===== src/rtl/feeder_pkg.sv =====
// Shared types and helpers for the systolic row feeder.
package feeder_pkg;

  localparam int unsigned DefaultIntBits = 13;

  typedef enum logic [2:0] {
    StIdle,
    StLoadW,
    StShiftW,
    StLatch,
    StStream,
    StFlush
  } feeder_state_e;

  // Low bit of row slice idx in a packed vector of width-bit elements.
  function automatic int unsigned slice_lo(input int unsigned idx, input int unsigned width);
    return idx * width;
  endfunction

  function automatic int unsigned max_u(input int unsigned a, input int unsigned b);
    return (a > b) ? a : b;
  endfunction

endpackage


===== src/rtl/skew_delay_line.sv =====
// Per-row delay line: DEPTH skew stages followed by the registered row output.
// The output register can be loaded directly (weight shift) or cleared with the skew stages.
module skew_delay_line #(
  parameter int unsigned DEPTH = 1,
  parameter int unsigned WIDTH = 8
) (
  input  logic             i_clk,
  input  logic             i_rst_n,
  input  logic             i_clear,
  input  logic             i_load,
  input  logic [WIDTH-1:0] i_load_data,
  input  logic             i_valid,
  input  logic [WIDTH-1:0] i_data,
  output logic             o_valid,
  output logic [WIDTH-1:0] o_data
);

  logic [WIDTH-1:0] r_pipe [DEPTH+1];
  logic [DEPTH:0]   r_vld;
  logic [WIDTH-1:0] w_src  [DEPTH+1];
  logic [DEPTH:0]   w_vsrc;

  assign w_src[0]  = i_data;
  assign w_vsrc[0] = i_valid;

  for (genvar k = 1; k <= DEPTH; k++) begin : g_src
    assign w_src[k]  = r_pipe[k-1];
    assign w_vsrc[k] = r_vld[k-1];
  end

  always_ff @(posedge i_clk or negedge i_rst_n) begin
    if (!i_rst_n) begin
      for (int k = 0; k <= int'(DEPTH); k++) begin
        r_pipe[k] <= '0;
      end
      r_vld <= '0;
    end else begin
      for (int k = 0; k <= int'(DEPTH); k++) begin
        r_pipe[k] <= i_clear ? '0 : w_src[k];
        r_vld[k]  <= i_clear ? 1'b0 : w_vsrc[k];
      end
      // A direct load only ever targets the output stage.
      if (i_load) begin
        r_pipe[DEPTH] <= i_load_data;
        r_vld[DEPTH]  <= 1'b0;
      end
    end
  end

  assign o_data  = r_pipe[DEPTH];
  assign o_valid = r_vld[DEPTH];

endmodule


===== src/rtl/systolic_row_feeder.sv =====
// Row feeder for the PE array: loads and aligns a weight tile, strobes weight_en,
// then streams activation vectors with an r-cycle skew on row r.
module systolic_row_feeder
  import feeder_pkg::*;
#(
  parameter int unsigned INT_BITS = DefaultIntBits,
  parameter int unsigned ROWS     = 4,
  parameter int unsigned COLS     = 4
) (
  input  logic                     i_clk,
  input  logic                     i_rst_n,
  input  logic                     i_start,
  input  logic                     i_reuse_w,
  input  logic                     i_w_valid,
  output logic                     o_w_ready,
  input  logic [ROWS*INT_BITS-1:0] i_w_data,
  input  logic                     i_a_valid,
  output logic                     o_a_ready,
  input  logic                     i_a_last,
  input  logic [ROWS*INT_BITS-1:0] i_a_data,
  output logic [ROWS*INT_BITS-1:0] o_row_ele,
  output logic [ROWS-1:0]          o_row_valid,
  output logic                     o_weight_en,
  output logic                     o_busy,
  output logic                     o_done
);

  localparam int unsigned CntMax = max_u(ROWS, COLS);
  localparam int unsigned CntW   = (CntMax > 1) ? $clog2(CntMax) : 1;
  localparam int unsigned IdxW   = (COLS > 1) ? $clog2(COLS) : 1;
  localparam logic [CntW-1:0] ColsLast  = CntW'(COLS - 1);
  localparam logic [CntW-1:0] FlushLast = CntW'((ROWS > 1) ? ROWS - 2 : 0);

  feeder_state_e r_state, w_state_d;
  logic [CntW-1:0]          r_cnt;
  logic [ROWS*INT_BITS-1:0] r_buf [COLS];
  logic                     r_done, w_done_d;
  logic                     r_weight_en;
  logic                     w_w_acc, w_a_acc;
  logic [IdxW-1:0]          w_wr_idx, w_rd_idx;
  logic [ROWS*INT_BITS-1:0] w_shift_word, w_inj;
  logic                     w_skew_clear, w_skew_load;

  assign w_w_acc = i_w_valid && (r_state == StLoadW);
  assign w_a_acc = i_a_valid && (r_state == StStream);

  always_comb begin
    w_state_d = r_state;
    w_done_d  = 1'b0;
    unique case (r_state)
      StIdle:   if (i_start) w_state_d = i_reuse_w ? StStream : StLoadW;
      StLoadW:  if (w_w_acc && (r_cnt == ColsLast)) w_state_d = StShiftW;
      StShiftW: if (r_cnt == ColsLast) w_state_d = StLatch;
      StLatch:  w_state_d = StStream;
      StStream: begin
        if (w_a_acc && i_a_last) begin
          if (ROWS == 1) begin
            w_state_d = StIdle;
            w_done_d  = 1'b1;
          end else begin
            w_state_d = StFlush;
          end
        end
      end
      StFlush: begin
        if (r_cnt == FlushLast) begin
          w_state_d = StIdle;
          w_done_d  = 1'b1;
        end
      end
      default: w_state_d = StIdle;
    endcase
  end

  always_ff @(posedge i_clk or negedge i_rst_n) begin
    if (!i_rst_n) begin
      r_state <= StIdle;
      r_cnt   <= '0;
      r_done  <= 1'b0;
    end else begin
      r_state <= w_state_d;
      r_done  <= w_done_d;
      if (w_state_d != r_state) begin
        r_cnt <= '0;
      end else if (w_w_acc || (r_state == StShiftW) || (r_state == StFlush)) begin
        r_cnt <= r_cnt + 1'b1;
      end
    end
  end

  assign w_wr_idx = IdxW'(r_cnt);
  // Last column goes out first so column c holds buf[c] once the shift completes.
  assign w_rd_idx = IdxW'(ColsLast - r_cnt);

  always_ff @(posedge i_clk or negedge i_rst_n) begin
    if (!i_rst_n) begin
      for (int k = 0; k < int'(COLS); k++) begin
        r_buf[k] <= '0;
      end
    end else if (w_w_acc) begin
      r_buf[w_wr_idx] <= i_w_data;
    end
  end

  // Strobe rises mid-LATCH and falls mid-way through the following cycle.
  always_ff @(negedge i_clk or negedge i_rst_n) begin
    if (!i_rst_n) begin
      r_weight_en <= 1'b0;
    end else begin
      r_weight_en <= (r_state == StLatch);
    end
  end

  assign w_shift_word = r_buf[w_rd_idx];
  assign w_inj        = w_a_acc ? i_a_data : '0;
  assign w_skew_load  = (r_state == StShiftW);
  assign w_skew_clear = (r_state != StStream) && (r_state != StFlush);

  for (genvar r = 0; r < ROWS; r++) begin : g_row
    skew_delay_line #(
      .DEPTH (r),
      .WIDTH (INT_BITS)
    ) u_skew (
      .i_clk       (i_clk),
      .i_rst_n     (i_rst_n),
      .i_clear     (w_skew_clear),
      .i_load      (w_skew_load),
      .i_load_data (w_shift_word[slice_lo(r, INT_BITS) +: INT_BITS]),
      .i_valid     (w_a_acc),
      .i_data      (w_inj[slice_lo(r, INT_BITS) +: INT_BITS]),
      .o_valid     (o_row_valid[r]),
      .o_data      (o_row_ele[slice_lo(r, INT_BITS) +: INT_BITS])
    );
  end

  assign o_w_ready   = (r_state == StLoadW);
  assign o_a_ready   = (r_state == StStream);
  assign o_busy      = (r_state != StIdle);
  assign o_done      = r_done;
  assign o_weight_en = r_weight_en;

endmodule


===== config.mk =====
export PLATFORM = sky130hd
export DESIGN_NAME = systolic_row_feeder
export DESIGN_NICKNAME = d
export VERILOG_FILES = /design/src/rtl/feeder_pkg.sv /design/src/rtl/skew_delay_line.sv /design/src/rtl/systolic_row_feeder.sv
export SDC_FILE = /design/constraint.sdc
export NUM_CORES = 1
export LEC_CHECK = 0
export ABC_AREA = 1
export CORE_MARGIN = 2
export CORE_UTILIZATION = 60
export DETAILED_ROUTE_END_ITERATION = 16
export MAX_ROUTING_LAYER = met4
export PLACE_DENSITY = 0.95
export SYNTH_ARGS = -nofsm -noshare
export SYNTH_HDL_FRONTEND = slang
export SYNTH_HIERARCHICAL = 1
export SYNTH_SLANG_ARGS = --single-unit

===== constraint.sdc =====
create_clock -name i_clk -period 2.6 [get_ports i_clk]
set_input_delay 0.65 -clock i_clk [delete_from_list [all_inputs] [get_ports i_clk]]
set_output_delay 0.65 -clock i_clk [all_outputs]
set_load 0.01 [all_outputs]

Clock routing:
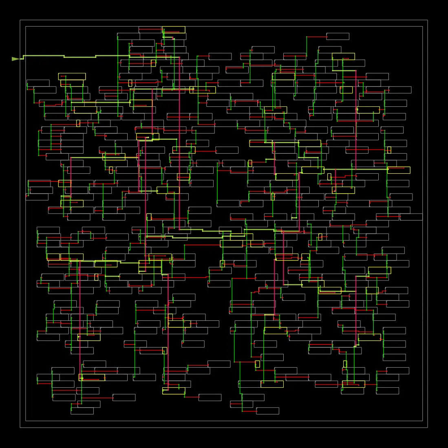
CTS Sinks: 355
clock buffer count: 57
total CTS buffers: 37

Wire density map:
33 x 33 tiles, from white (low) to dark blue (high), scaled to the fullest tile. Values are wire area over tile area, all layers added.
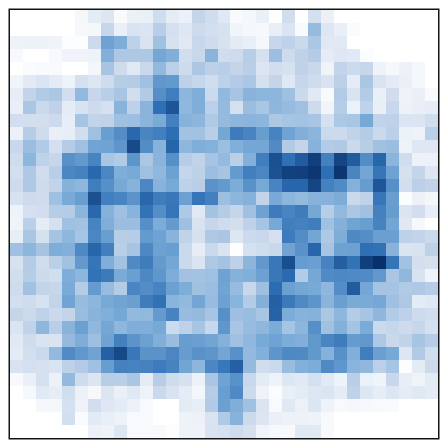
tiles over half the peak = 24%
fullest tile = 0.73
mean over tiles = 0.24
nearly empty tiles = 8.1%
emptiest ninth of the die = upper right

Pin placement:
Bar = 50 um. Pins as bars across the die edge, other pins in grey.
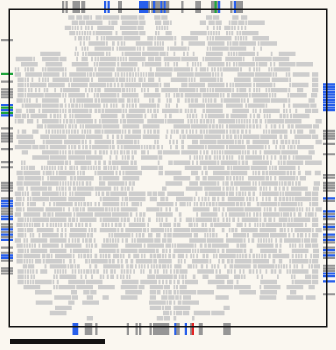
o_weight_en -> red  # pins 1, direction output, edge bottom
o_row_valid -> green  # pins 4, direction output, edge 3 left, 1 top
o_row_ele -> blue  # pins 52, direction output, edge 22 right, 13 left, 12 top, 5 bottom
Die Wd: 166 um
Die H: 166 um
Port Buffer Count: 171

==> flow_metrics.env <==
# source this file to load flow results
export IMPL_r2r_end="r_buf[43]"
export IMPL_met1_usage_pct=36.6
export IMPL_cts_repair_resize_count=4
export IMPL_cts_hold_buf=0
export IMPL_crit_path_end_kind="primary output"
export IMPL_crit_end="o_weight_en"
export IMPL_final_setup_viol_count=1
export IMPL_met3WireLength_um=3220
export IMPL_slew_headroom_pct=32.2
export IMPL_dominant_cell_class="sequential cells"
export IMPL_power_frac_seq_pct=43.0
export IMPL_drt_pass1_iterations=5
export IMPL_htreeDepth=2
export IMPL_synth_top_area_share_pct=56.4
export IMPL_crit_cells=1
export IMPL_regToRegSetupSlack_ns=0.33
export IMPL_critPathBufInv=1
export IMPL_final_setup_tns_ns=-0.380
export IMPL_n_all_inverters=152
export IMPL_power_frac_clock_pct=26.9
export IMPL_yosysWarnings=6
export IMPL_fp_util_pct=60.6
export IMPL_rows=59
export IMPL_common_cells="nand2_1, dfrtp_1, nor2_1, inv_1, o21ai_1"
export IMPL_nWellTaps=335
export IMPL_edf_count=0
export IMPL_nFillCells=1810
export IMPL_ys_sh_mux_pct=0
export IMPL_maxSlewViolCount=0
export IMPL_nonClkBufAreaFrac_pct=11.2
export IMPL_grt_busiest_layer="met2"
export IMPL_largest_reg_flops=208
export IMPL_antenna_found_initial=0
export IMPL_grt_max_degree=182
export IMPL_cts_tree="built"
export IMPL_power_top_group="sequential cells"
export IMPL_final_common_cell="nand2_1"
export IMPL_power_density_nw_per_um2=1030
export IMPL_clk_share_pct=6.38
export IMPL_ys_sh_xor_pct=0.0558
export IMPL_yosys_area_top_type="dfrtp_1"
export IMPL_cts_root_buf="clkbuf_16"
export IMPL_synthDistinctLibCells=27
export IMPL_tool_warnings=35
export IMPL_nMultiInputCombCells=1230
export IMPL_cp_top_family="flip-flops"
export IMPL_viasPerCell=5.65
export IMPL_routed_wl_um=40000
export IMPL_nets=2094
export IMPL_max_cap_viol_count=0
export IMPL_ys_top_logic_family="simple AND/OR/NAND/NOR gates"
export IMPL_top_layer_used="met4"
export IMPL_yosys_top_cells_area="dfrtp_1, nand2_1, nor2_1, o21ai_1, o21ai_0"
export IMPL_drtIter0Drc=1614
export IMPL_synth_area_um2=15700
export IMPL_hold_viol_final=0
export IMPL_core_um2=25900
export IMPL_met3_usage_pct=5.08
export IMPL_pg_clk_w=0.00509
export IMPL_ys_ff=355
export IMPL_rsz0062_at_grt="true"
export IMPL_regMostFlops="r_buf"
export IMPL_hold_worst_slack_ns=0.252
export IMPL_async_flop_share_pct=100
export IMPL_timing_final_ws_setup_ns=-0.380
export IMPL_drive_above_1_share_pct=5.89
export IMPL_crit_path_start_kind="flop"
export IMPL_worstSetupPathType="reg2out"
export IMPL_internal_power_w=0.0122
export IMPL_route_detailed_drc=0
export IMPL_drt_wirelength_per_cell_um=17.1
export IMPL_cp_slowest_cell="dfrtn_1"
export IMPL_crit_chain="buf_2"
export IMPL_fp_dieArea_um2=27500
export IMPL_seq_cell_share_pct=48.4
export IMPL_place_hpwl_um=23600
export IMPL_sw_frac_of_total_pct=35.7
export IMPL_grt_pass1_vias=13242
export IMPL_fin_skew_ns=0.0141
export IMPL_wl_met2_um=20200
export IMPL_required_ns=1.95
export IMPL_syn_area_per_cell_um2=8.31
export IMPL_p_comb_w=0.00572
export IMPL_worstSkewPairLatency_ns=0.53
export IMPL_regArea_um2=8890
export IMPL_path_max_fanout=1
export IMPL_antenna_cells=0
export IMPL_final_antenna_net_count=0
export IMPL_ff2ff_path_depth=7
export IMPL_leakage_nw=9.40
export IMPL_fin_area_um2=18400
export IMPL_yosys_area_um2=15700
export IMPL_pre_cts_ws_ns=-0.249
export IMPL_cts_setup_buffers=0
export IMPL_ys_sh_aoi_pct=10.6
export IMPL_ys_sh_adder_pct=0.319
export IMPL_overflow=0
export IMPL_final_core_util_pct=70.9
export IMPL_seq_cells=355
export IMPL_postSynthSeqShare_pct=56.6
export IMPL_ys_flop_type="dfrtp_1"
export IMPL_netlist_instances=1889
export IMPL_seq_power_w=0.00814
export IMPL_synth_nets=2004
export IMPL_syn2layout_area_growth_pct=17.0
export IMPL_violations="negative setup slack"
export IMPL_cp_data_arrival_time_ns=2.33
export IMPL_peakVddDrop_uv=653
export IMPL_grtUsageTotal_pct=29.9
export IMPL_gr_usage_met2_pct=49.8
export IMPL_final_cell_mix="nand2_1, dfrtp_1, nor2_1"
export IMPL_p_switching_w=0.00677
export IMPL_most_common_cell="nand2_1"
export IMPL_drt_met1_wl_um=15200
export IMPL_clk_pin_slew_ns=0.06
export IMPL_nNonClkBuffers=203
export IMPL_pwr_share_comb_pct=30.2
export IMPL_pin_count=172
export IMPL_r2r_start="r_cnt[0]"
export IMPL_crit_path_max_incr_delay_ns=0.39
export IMPL_synth_simple_area_share_pct=22.5
export IMPL_hp_class="in2async"
export IMPL_yosys_cells=1889
export IMPL_clk_path_buf_depth=3
export IMPL_placed_cells=2275
export IMPL_combGateArea_um2=5260
export IMPL_gp_congestion=0.837
export IMPL_startpoint="o_weight_en"
export IMPL_dpl_instance_area_um2=17200
export IMPL_outcome="finished, violations left"
export IMPL_power_w=0.0189
export IMPL_via_count=13215
export IMPL_tightest_slew_ns=1.02
export IMPL_grt_pass1_wl_um=64900
Selected gate families:
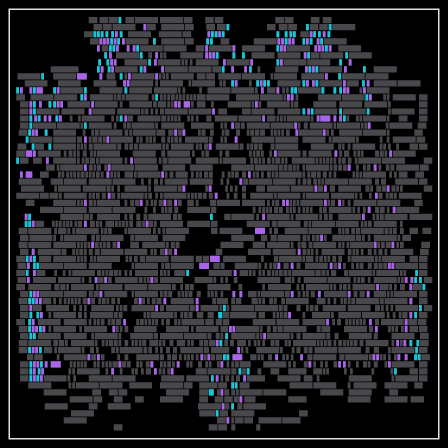
inv cells -> cyan  # cells 152, where widely spread
nor cells -> purple  # cells 262, where widely spread
Final Non-Filler Cells: 2340
combinational share of cell area: 28.7%

Layout detail:
Bar = 5 um. Window x 73 to 93, y 106 to 126 um. Cells in grey, sequential cells in the stronger grey; small squares are vias.
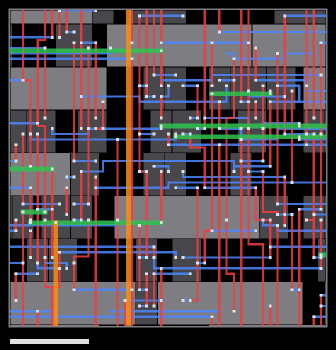
M1 -> blue
M4 -> orange
M2 -> red
M3 -> green
netlist names of flops here include = r_buf (6)
sequential cells in the window = 6
cells with their middle in the window = 33
most frequent = nand2_1 (12), o21ai_1 (6), dfrtp_1 (6)

